Routed clock nets over the placement:
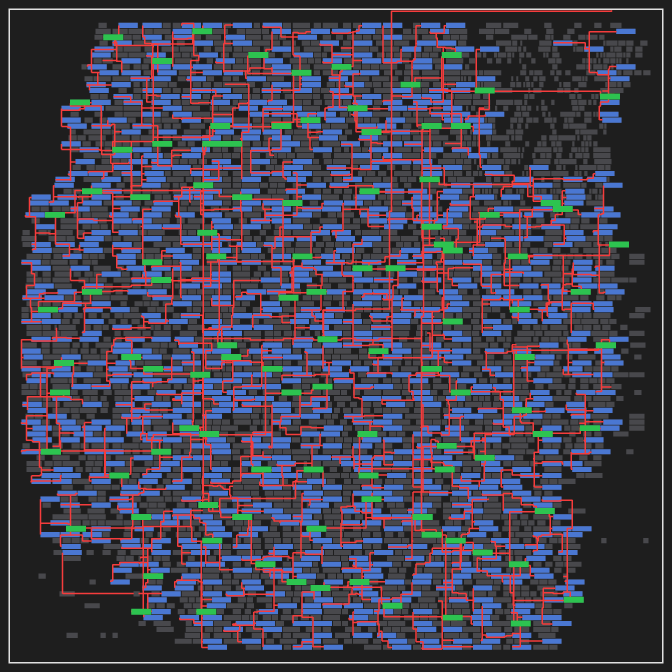
Pin placement:
Pins as bars across the die edge, other pins in gray.
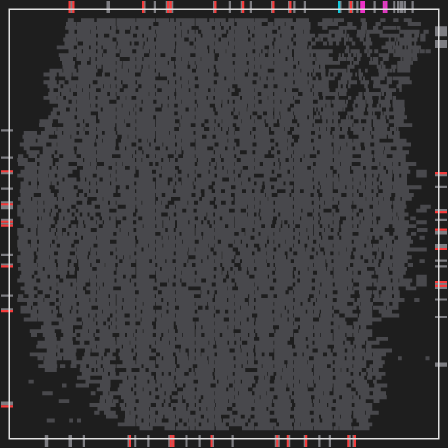
File: src/rtl/general_purpose_register_scoreboard_if.sv
// Register file / scoreboard bus: writeback, issue, flush and two read ports.
// master drives requests, slave is the register file.
interface general_purpose_register_scoreboard_if #(
    parameter int DATA_WIDTH = 32,
    parameter int ADDR_WIDTH = 5
);
    logic                  write_enable;
    logic [ADDR_WIDTH-1:0] write_address;
    logic [DATA_WIDTH-1:0] write_data;
    logic [ADDR_WIDTH-1:0] read_address_1;
    logic [ADDR_WIDTH-1:0] read_address_2;
    logic [DATA_WIDTH-1:0] read_data_1;
    logic [DATA_WIDTH-1:0] read_data_2;
    logic                  issue_enable;
    logic [ADDR_WIDTH-1:0] issue_address;
    logic                  flush;
    logic                  read_busy_1;
    logic                  read_busy_2;
    logic [ADDR_WIDTH:0]   outstanding_count;

    modport master (
        output write_enable,
        output write_address,
        output write_data,
        output read_address_1,
        output read_address_2,
        output issue_enable,
        output issue_address,
        output flush,
        input  read_data_1,
        input  read_data_2,
        input  read_busy_1,
        input  read_busy_2,
        input  outstanding_count
    );

    modport slave (
        input  write_enable,
        input  write_address,
        input  write_data,
        input  read_address_1,
        input  read_address_2,
        input  issue_enable,
        input  issue_address,
        input  flush,
        output read_data_1,
        output read_data_2,
        output read_busy_1,
        output read_busy_2,
        output outstanding_count
    );
endinterface

File: src/rtl/general_purpose_register_scoreboard.sv
// Register file with per-register busy scoreboard and outstanding counter.
// Optional GPR_WRITE_BYPASS_EN forwards same-cycle writeback to the read ports.
module general_purpose_register_scoreboard #(
    parameter int DATA_WIDTH    = 32,
    parameter int ADDR_WIDTH    = 5,
    parameter bit HARDWIRE_ZERO = 1'b1
) (
    input  logic system_clock,
    input  logic system_reset_n,
    general_purpose_register_scoreboard_if.slave bus
);
    localparam int DEPTH = 1 << ADDR_WIDTH;
    localparam int CW    = ADDR_WIDTH + 1;

    logic [DATA_WIDTH-1:0] registers [DEPTH];
    logic [DEPTH-1:0]      busy_q;
    logic [DEPTH-1:0]      busy_next;
    logic [CW-1:0]         count_q;
    logic [CW-1:0]         count_next;

    logic write_effective;
    logic issue_effective;
    logic clear_effective;
    logic count_increment;
    logic count_decrement;

    function automatic logic is_zero_reg(input logic [ADDR_WIDTH-1:0] address);
        return HARDWIRE_ZERO && (address == '0);
    endfunction

    assign write_effective = bus.write_enable
                          && !is_zero_reg(bus.write_address);

    assign issue_effective = bus.issue_enable
                          && !bus.flush
                          && !is_zero_reg(bus.issue_address);

    assign clear_effective = write_effective && !bus.flush;

    // A same-edge issue to the writeback target keeps the bit set.
    assign count_increment = issue_effective
                          && !busy_q[bus.issue_address];

    assign count_decrement = clear_effective
                          && busy_q[bus.write_address]
                          && !(issue_effective
                               && bus.issue_address == bus.write_address);

    always_comb begin
        busy_next = busy_q;
        if (bus.flush) begin
            busy_next = '0;
        end else begin
            if (clear_effective) begin
                busy_next[bus.write_address] = 1'b0;
            end
            if (issue_effective) begin
                busy_next[bus.issue_address] = 1'b1;
            end
        end
    end

    always_comb begin
        count_next = count_q;
        if (bus.flush) begin
            count_next = '0;
        end else begin
            count_next = count_q
                       + CW'(count_increment)
                       - CW'(count_decrement);
        end
    end

    always_ff @(posedge system_clock or negedge system_reset_n) begin
        if (!system_reset_n) begin
            for (int i = 0; i < DEPTH; i++) begin
                registers[i] <= '0;
            end
        end else if (write_effective) begin
            registers[bus.write_address] <= bus.write_data;
        end
    end

    always_ff @(posedge system_clock or negedge system_reset_n) begin
        if (!system_reset_n) begin
            busy_q  <= '0;
            count_q <= '0;
        end else begin
            busy_q  <= busy_next;
            count_q <= count_next;
        end
    end

    logic [DATA_WIDTH-1:0] read_value_1;
    logic [DATA_WIDTH-1:0] read_value_2;
    logic                  read_pending_1;
    logic                  read_pending_2;

    always_comb begin
        read_value_1   = registers[bus.read_address_1];
        read_pending_1 = busy_q[bus.read_address_1];
`ifdef GPR_WRITE_BYPASS_EN
        if (write_effective && bus.read_address_1 == bus.write_address) begin
            read_value_1   = bus.write_data;
            read_pending_1 = bus.issue_enable
                          && bus.issue_address == bus.read_address_1;
        end
`endif
        if (is_zero_reg(bus.read_address_1)) begin
            read_value_1   = '0;
            read_pending_1 = 1'b0;
        end
    end

    always_comb begin
        read_value_2   = registers[bus.read_address_2];
        read_pending_2 = busy_q[bus.read_address_2];
`ifdef GPR_WRITE_BYPASS_EN
        if (write_effective && bus.read_address_2 == bus.write_address) begin
            read_value_2   = bus.write_data;
            read_pending_2 = bus.issue_enable
                          && bus.issue_address == bus.read_address_2;
        end
`endif
        if (is_zero_reg(bus.read_address_2)) begin
            read_value_2   = '0;
            read_pending_2 = 1'b0;
        end
    end

    // Gate the read ports so a bypassed write cannot leak out during reset.
    assign bus.read_data_1       = system_reset_n ? read_value_1 : '0;
    assign bus.read_data_2       = system_reset_n ? read_value_2 : '0;
    assign bus.read_busy_1       = system_reset_n && read_pending_1;
    assign bus.read_busy_2       = system_reset_n && read_pending_2;
    assign bus.outstanding_count = count_q;
endmodule
File: src/flat_wrapper.sv
// flat-port wrapper written by rule: the top's interface ports become plain ports
module general_purpose_register_scoreboard_flat 
#(
    parameter int DATA_WIDTH    = 32,
    parameter int ADDR_WIDTH    = 5,
    parameter bit HARDWIRE_ZERO = 1'b1
)
  (system_clock, system_reset_n, bus_write_enable, bus_write_address, bus_write_data, bus_read_address_1, bus_read_address_2, bus_issue_enable, bus_issue_address, bus_flush, bus_read_data_1, bus_read_data_2, bus_read_busy_1, bus_read_busy_2, bus_outstanding_count);
  general_purpose_register_scoreboard_if #(.DATA_WIDTH(DATA_WIDTH), .ADDR_WIDTH(ADDR_WIDTH)) bus_i ();
  input  logic system_clock;
  input  logic system_reset_n;
  input wire logic [$bits(bus_i.write_enable)-1:0] bus_write_enable;
  input wire logic [$bits(bus_i.write_address)-1:0] bus_write_address;
  input wire logic [$bits(bus_i.write_data)-1:0] bus_write_data;
  input wire logic [$bits(bus_i.read_address_1)-1:0] bus_read_address_1;
  input wire logic [$bits(bus_i.read_address_2)-1:0] bus_read_address_2;
  input wire logic [$bits(bus_i.issue_enable)-1:0] bus_issue_enable;
  input wire logic [$bits(bus_i.issue_address)-1:0] bus_issue_address;
  input wire logic [$bits(bus_i.flush)-1:0] bus_flush;
  output wire logic [$bits(bus_i.read_data_1)-1:0] bus_read_data_1;
  output wire logic [$bits(bus_i.read_data_2)-1:0] bus_read_data_2;
  output wire logic [$bits(bus_i.read_busy_1)-1:0] bus_read_busy_1;
  output wire logic [$bits(bus_i.read_busy_2)-1:0] bus_read_busy_2;
  output wire logic [$bits(bus_i.outstanding_count)-1:0] bus_outstanding_count;
  assign bus_i.write_enable = bus_write_enable;
  assign bus_i.write_address = bus_write_address;
  assign bus_i.write_data = bus_write_data;
  assign bus_i.read_address_1 = bus_read_address_1;
  assign bus_i.read_address_2 = bus_read_address_2;
  assign bus_i.issue_enable = bus_issue_enable;
  assign bus_i.issue_address = bus_issue_address;
  assign bus_i.flush = bus_flush;
  assign bus_read_data_1 = bus_i.read_data_1;
  assign bus_read_data_2 = bus_i.read_data_2;
  assign bus_read_busy_1 = bus_i.read_busy_1;
  assign bus_read_busy_2 = bus_i.read_busy_2;
  assign bus_outstanding_count = bus_i.outstanding_count;
  general_purpose_register_scoreboard #(.DATA_WIDTH(DATA_WIDTH), .ADDR_WIDTH(ADDR_WIDTH), .HARDWIRE_ZERO(HARDWIRE_ZERO)) u_core (.system_clock(system_clock), .system_reset_n(system_reset_n), .bus(bus_i));
endmodule
File: config.mk
export PLATFORM = sky130hd
export DESIGN_NAME = general_purpose_register_scoreboard_flat
export DESIGN_NICKNAME = d
export VERILOG_FILES = /design/src/rtl/general_purpose_register_scoreboard_if.sv /design/src/rtl/general_purpose_register_scoreboard.sv /design/src/flat_wrapper.sv
export SDC_FILE = /design/constraint.sdc
export NUM_CORES = 2
export LEC_CHECK = 0
export CORE_MARGIN = 5
export CORE_UTILIZATION = 68
export DETAILED_ROUTE_END_ITERATION = 12
export PLACE_DENSITY = 0.9
export REMOVE_ABC_BUFFERS = 1
export SKIP_LAST_GASP = 1
export SYNTH_ARGS = -nofsm -noshare
export SYNTH_HDL_FRONTEND = slang
export SYNTH_SLANG_ARGS = --single-unit
File: constraint.sdc
create_clock -name system_clock -period 6.2 [get_ports system_clock]
set_input_delay 1.24 -clock system_clock [delete_from_list [all_inputs] [get_ports system_clock]]
set_output_delay 1.24 -clock system_clock [all_outputs]
set_load 0.05 [all_outputs]
==> run summary <==
run metrics: status complete, no violations, Top reg by flops u_core.registers, clock share of power 32.6%, skew final 0.00961 ns, P_comb 4.60 mW, worst path buffer plus inverter count 3, top comb family, area multiplexers, combinational fraction of the cell area 45.5%, CP Max Fanout 21, worst setup margin 0.986 ns, crit path capture type output pin, post-layout util approximately three quarters, Comb pwr share 22.3%, first-pass GRT wire length 252000 um, Pint around 15 mW, largest net degree at the start of global routing between 150 and 200, met2 usage 58.3%, Final Power 20.6 mW, vias in the first global route 39.8k, hold_buf cts 0, most common logic cell in the routed design dfrtp_1, Storage cell area approximately 27000 um2, Root Buffer clkbuf_16, worst setup path endpoint bus_read_data_2[6], placed inst area about 59000 um2, accumulated negative setup slack 0 ns, Worst-Skew Late Latency between 0.6 and 0.7 ns, final hold vios 0, synth unique cells 52, reg-to-reg endpoint u_core.bus.outstanding_count[4], DRC 0, antenna-violating nets left 0, Min-Delay Path Class reg2reg, maximum vdd drop 0.246 mV, antenna violations before repair 2, Clk. pwr 6.72 mW, Peak Freq 192 MHz, CORE AREA approximately 83000 um2, met3 usage under 10%, post-synth top area cell dfrtp_1, CP arrival 3.97 ns, clock sinks 1062, Syn Area/Cell ~16 um2, die area 89700 um2, DRT iter0 DRCs about 4.2k, kind of cell adding the most delay to the critical path simple AND/OR/NAND/NOR gates, Top cells excl fill/tap 1062 x dfrtp_1, 963 x mux2_2, 540 x mux4_2, 271 x mux2i_1, 109 x clkbuf_16, CP startpoint bus_read_address_2[4], bufs w/o clock slightly above 200, and-or/or-and share of the synthesized area ~2.7%, CP max stage cell or4b_2, Syn Inst Count between 3k and 4k, DP Wirelength 91700 um, slew margin rel. between 10% and 20%, met1 global-route usage 48.8%, TritonCTS clock tree built, Register-to-Register Setup Slack 2.99 ns, Post-synth EDFFs 0, critical path startpoint category input pin, Leading cell kind logic gates, biggest area cells dfrtp_1 47%, mux4_2 21%, mux2_2 19%, mux2i_1 4.8%, clkbuf_1 1.6%, RSZ-0062 raised after global routing no, R2R depth 13, pre-CTS WS 1.07 ns, Critical Path RT 4.96 ns, Initial Util between 60% and 70%, Synth Area in Simple Gates 1.36%, final wirelength 165000 um, Vias/cell 7.77, WHS Path Cells 0, MI comb cells around 2.2k, Post-synth top cells 1062 x dfrtp_1, 963 x mux2_2, 540 x mux4_2, WL met1 a little under 60000 um, Seq cells 1062, ANT cells 1, Ys Warns 0, top cell type's share of synthesized area 46.6%, worst r2r src u_core.busy_q[19]
Back to the opening pictures, 'routed clock nets over the placement':
Key: blue = flip-flops [count 1062]; red = clock wires [length 12400 um]; green = clock-net drivers [count 107]
There are 108 routed clock nets.

Back to the opening pictures, 'pin placement':
Key: magenta = bus_write_address [pins 5, direction input, edge north]; red = bus_read_data_1 [pins 32, direction output, edge 10 north, 9 south, 7 west, 6 east]; cyan = bus_read_busy_1 [pins 1, direction output, edge north]
Port Buf Inserts: 128
Die Span X: 299 um
die height: 299 um

Power figures rest on the tool's default switching activity, not on a simulated workload.
